run_1/met3.png
Drawn at 2 px/µm.
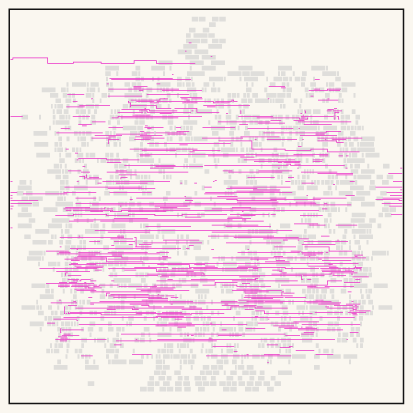
run_1/density.png
Drawn at 2 px/µm. 20 x 20 tiles, from white (low) to dark blue (high), 0 to 100% covered.
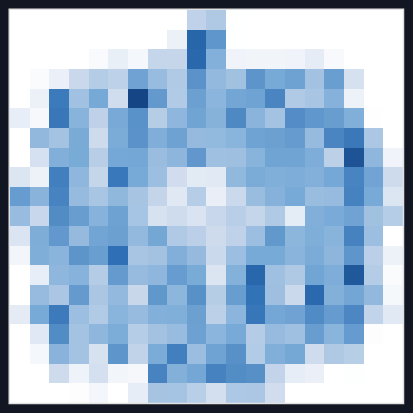
run_1/met1.png
Drawn at 1.5 px/µm. Supply wires on this layer in gray.
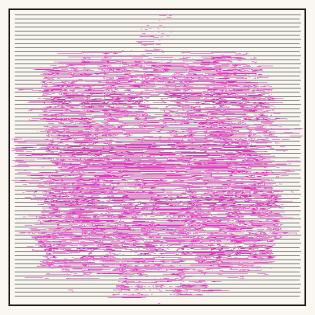
run_1/clock_map.png
Drawn at 2 px/µm.
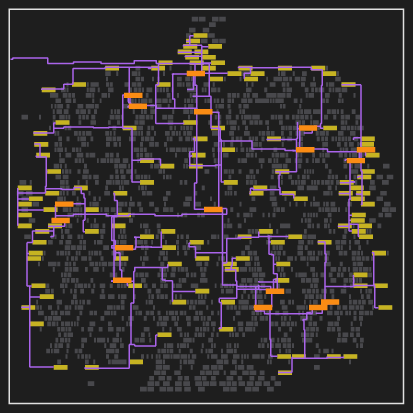
Design ac_register_bank, sky130hd; sources not shown.
==> changes_impl.md <==
### Physical design

- Status: finished clean
- Per-cell routed wire length: 28.7 µm
- Largest net degree at the start of global routing: 17
- Sequential fraction of the synthesis area: 0.228
- Area growth, synth to finish: 19.8%
- Synth cell count leaders: nor2_1 (191), clkbuf_1 (142), dfxtp_1 (124)
- WP data required: approximately 6.8 ns
- CP max-delay cell: clkbuf_1
- Distinct lib cells: just under 90
- Yosys synthesis warning count: 0
- Clock-pin slew on the worst setup and hold paths: 0.07 ns
- Final Max Tran Viols: 0
- Vias per inst: approximately 6.4
- WHS Path Cells: 2
- Overflow after GRT: 0
- EDFF count, synth: 0
- Share of cells above drive strength 1: 0.0530
- Number of I/O pins: roughly 90
- Port-buffer cells: between 80 and 90
- Area after DPL: 0.0124 mm²
- Pwr Density: 190 mW/mm²
- Clk sinks: about 120
- Peak Freq: ~180 MHz
- Syn nets: around 1700
- HP Class: register to register
- Initial antenna violation count: 3
- Crit path cell chain: clkdlybuf4s50_1 > inv_1 > ha_1 > clkbuf_1 > nor3_1 > nand2_1 > clkbuf_1 > clkbuf_1 > clkbuf_1 > a21oi_1 > nor4_1 > o21ai_0 > a21oi_1 > o211ai_1
- Avg Inst Size Synth: about 6.9 µm²
- CTS Buf Count: 17
- Leakage: between 4 and 5 nW
- Crit path kind: primary input to register
- First-pass GRT wire length: between 80000 and 90000 µm
- CP Depth: 14
- Worst hold margin: between 0.5 and 0.6 ns
- Most frequent cell after synthesis: nor2_1
- Delay-heaviest family, CP: buffers and inverters
- Global routing's busiest layer: met2
- Yosys stat chip area: ~0.011 mm²
- Resized Gates After CTS: 0
- Worst Max-Slew Pin Slew: approximately 1.2 ns
- Number of H-tree levels: 4
- Pre-antenna DRT Iters: 7
- DRC Markers: 0
- Top cells, area: dfxtp_1 (23%), nor2_1 (6.6%), o21ai_0 (5.4%), clkbuf_1 (4.9%), a21oi_1 (4.6%)
- Count of final hold-check violations: 0
- Number of post-CTS setup repair buffers: 0
- Cells after synthesis: between 1500 and 2000
- Nets@finish: roughly 1800
- Peak supply drop: between 150 and 200 µV
- Chip width: approximately 200 µm
- Data arrival, critical path: 5.85 ns
- Root buffer cell: clkbuf_16
- Fin util: 0.365
- Share of flip-flops with an asynchronous set or reset: 0
- Crit-path most repeated cell: clkbuf_1
- CP max stage delay: 0.74 ns
- FF-to-FF setup slack: around 1.9 ns
- RSZ-0062 raised after global routing: false
- Worst setup EP type: register
- Antenna Nets Post-Route: 0
- Post-layout min period: about 5.6 ns
- DIE AREA: 0.0386 mm²
- Number of cells in Yosys stat: between 1500 and 2000
- Largest area contributor in the netlist: dfxtp_1
- Log Warnings: 34
- Crit path max fanout: 10
- DP HPWL: roughly 47000 µm
- CP startpoint kind: primary input
- Die H: slightly below 200 µm
- Main flop type: dfxtp_1
- Total GRT Usage: 0.315
- M2 GR Usage: 0.460
- Worst path bufs/invs: 6
- Setup TNS: 0 ns
- Worst rel slew slack: 0.189
- Cycle use final: 0.854
- Synth Cell Area: between 0.01 and 0.015 mm²
- FF+latch count, synth: 124
- Hold_buf cts: 0
- Top-area cell type share of the netlist area: 0.228
- CTS tree: yes
- Number of global-route vias before repair: 13000
- DR iter-0 viols: between 1500 and 2000
- Max FFs per register: 96
- Final setup viols: 0
- Post-route cell area: 0.0130 mm²
- Number of placement rows: about 70
- GPL Wtd Cong: about 1.1
- Max-Cap Viols: 0
- Worst R2R Path Depth: 10
- Clk buf depth: 2
-- met3.png (at the start) --
The layer holds 12% of the routed length. The layer carries 7730 µm of wire. 309 nets have wire on it. The wires run mostly horizontal.
routed wire length: 62500 µm
met3 Track Usage GR: 0.0928
Vias: 14000

-- density.png (at the start) --
1.8% of the tiles are over 75% full. The mean over all tiles is 32%. 20% of the tiles are nearly empty. The fullest tile reaches 91%.
Initial Util: 0.305
Core Area: 0.0357 mm²

-- met1.png (at the start) --
1667 nets have wire on it. The longest straight run is 81.9 µm. The layer carries 24.1 mm of wire. The wires run mostly horizontal. The layer holds 39% of the routed length.
met1 global-route usage: 0.405

-- clock_map.png (at the start) --
Key: flip-flops = yellow [count 124]; clock wires = purple [length 2460 µm]; cells driving clock nets = orange [count 17]
There are 18 routed clock nets.
Clk. pwr: 0.945 mW
Late-Pin Clk Latency: 0.46 ns
Clock power frac: 0.382
clk_skew: 0.0132 ns

[run 1: routing by layer]
layer  vias to the layer above  part of all wire
met5                         -           0.00019
met4                         2             0.071
met3                       218              0.12
met2                       971              0.42
met1                      6669              0.39
li1                       6151                 -
[run 1: metrics by stage]
step	total power, mW	std cells	worst slack, ns
4_1_cts	2.46	2174	1.20
3_5_place_dp	1.52	2142	0.729
5_1_grt	2.55	2177	0.923
3_3_place_gp	1.51	2131	0.747
6_report	2.48	2178	0.947
2_1_floorplan	1.26	1583	1.82
[run 1: report_power, final]
| part | internal, mW | switching [mW] | leakage, nW |
|---|---|---|---|
| clock network | 0.504 | 0.441 | 0.266 |
| logic | 0.223 | 0.516 | 3.25 |
| registers | 0.779 | 0.0141 | 1.01 |
| total | 1.51 | 0.971 | 4.52 |
[run 1: tightest hold or removal path: cells and delay by family, from the launching register on]
family / cells / cell delay, ns
DFF: 1 / 0.35
and+or+nand+nor: 1 / 0.09
AOI/OAI and AO/OA: 1 / 0.05
[run 1: layout make-up]
| type | instances | area, µm² |
|---|---|---|
| plain buffers | 160 | 647 |
| fillers | 3844 | 22600 |
| inverters | 33 | 124 |
| clock buffers | 18 | 439 |
| repair buffers | 101 | 1010 |
| multi-input cells | 1266 | 7620 |
| well taps | 461 | 577 |
| flip-flops and latches | 124 | 2480 |
| diodes | 1 | 2.50 |
| clock inverters | 14 | 114 |
[run 1: cell usage in the layout (no fill, tap or decap), types with 9 or more instances in the layout]
cell type and count:
nand2b_1 11, nor2_1 191, dfxtp_1 124, clkbuf_16 17, nand3_1 58, nor4_1 51
o311ai_0 9, o221ai_1 9, ha_1 13, o211ai_1 20, and3_1 22, a22oi_1 28
clkbuf_1 142, xor2_1 36, nand2_1 116, a21o_1 11, and4_1 16, o21a_1 9
or3_1 16, a211oi_1 14, nand4_1 39, nor3_1 77, o31ai_1 13, o21ai_0 118
clkdlybuf4s50_1 87, or4_1 22, or2_2 13, xnor2_1 43, a21oi_1 99, inv_1 32
a31oi_1 41, buf_6 10, nand3b_1 10, and2_1 21
[run 1: cells by family after synthesis]
group                      Yosys count  share of synthesized area
AOI/OAI and AO/OA                  474                      0.288
buffers and inverters              193                     0.0709
DFF                                124                      0.228
xor gates and xnor gates            79                     0.0637
muxes                                7                    0.00656
and+or+nand+nor                    693                      0.327
adders and majority gates           13                     0.0150
Power and IR drop assume default switching activity.
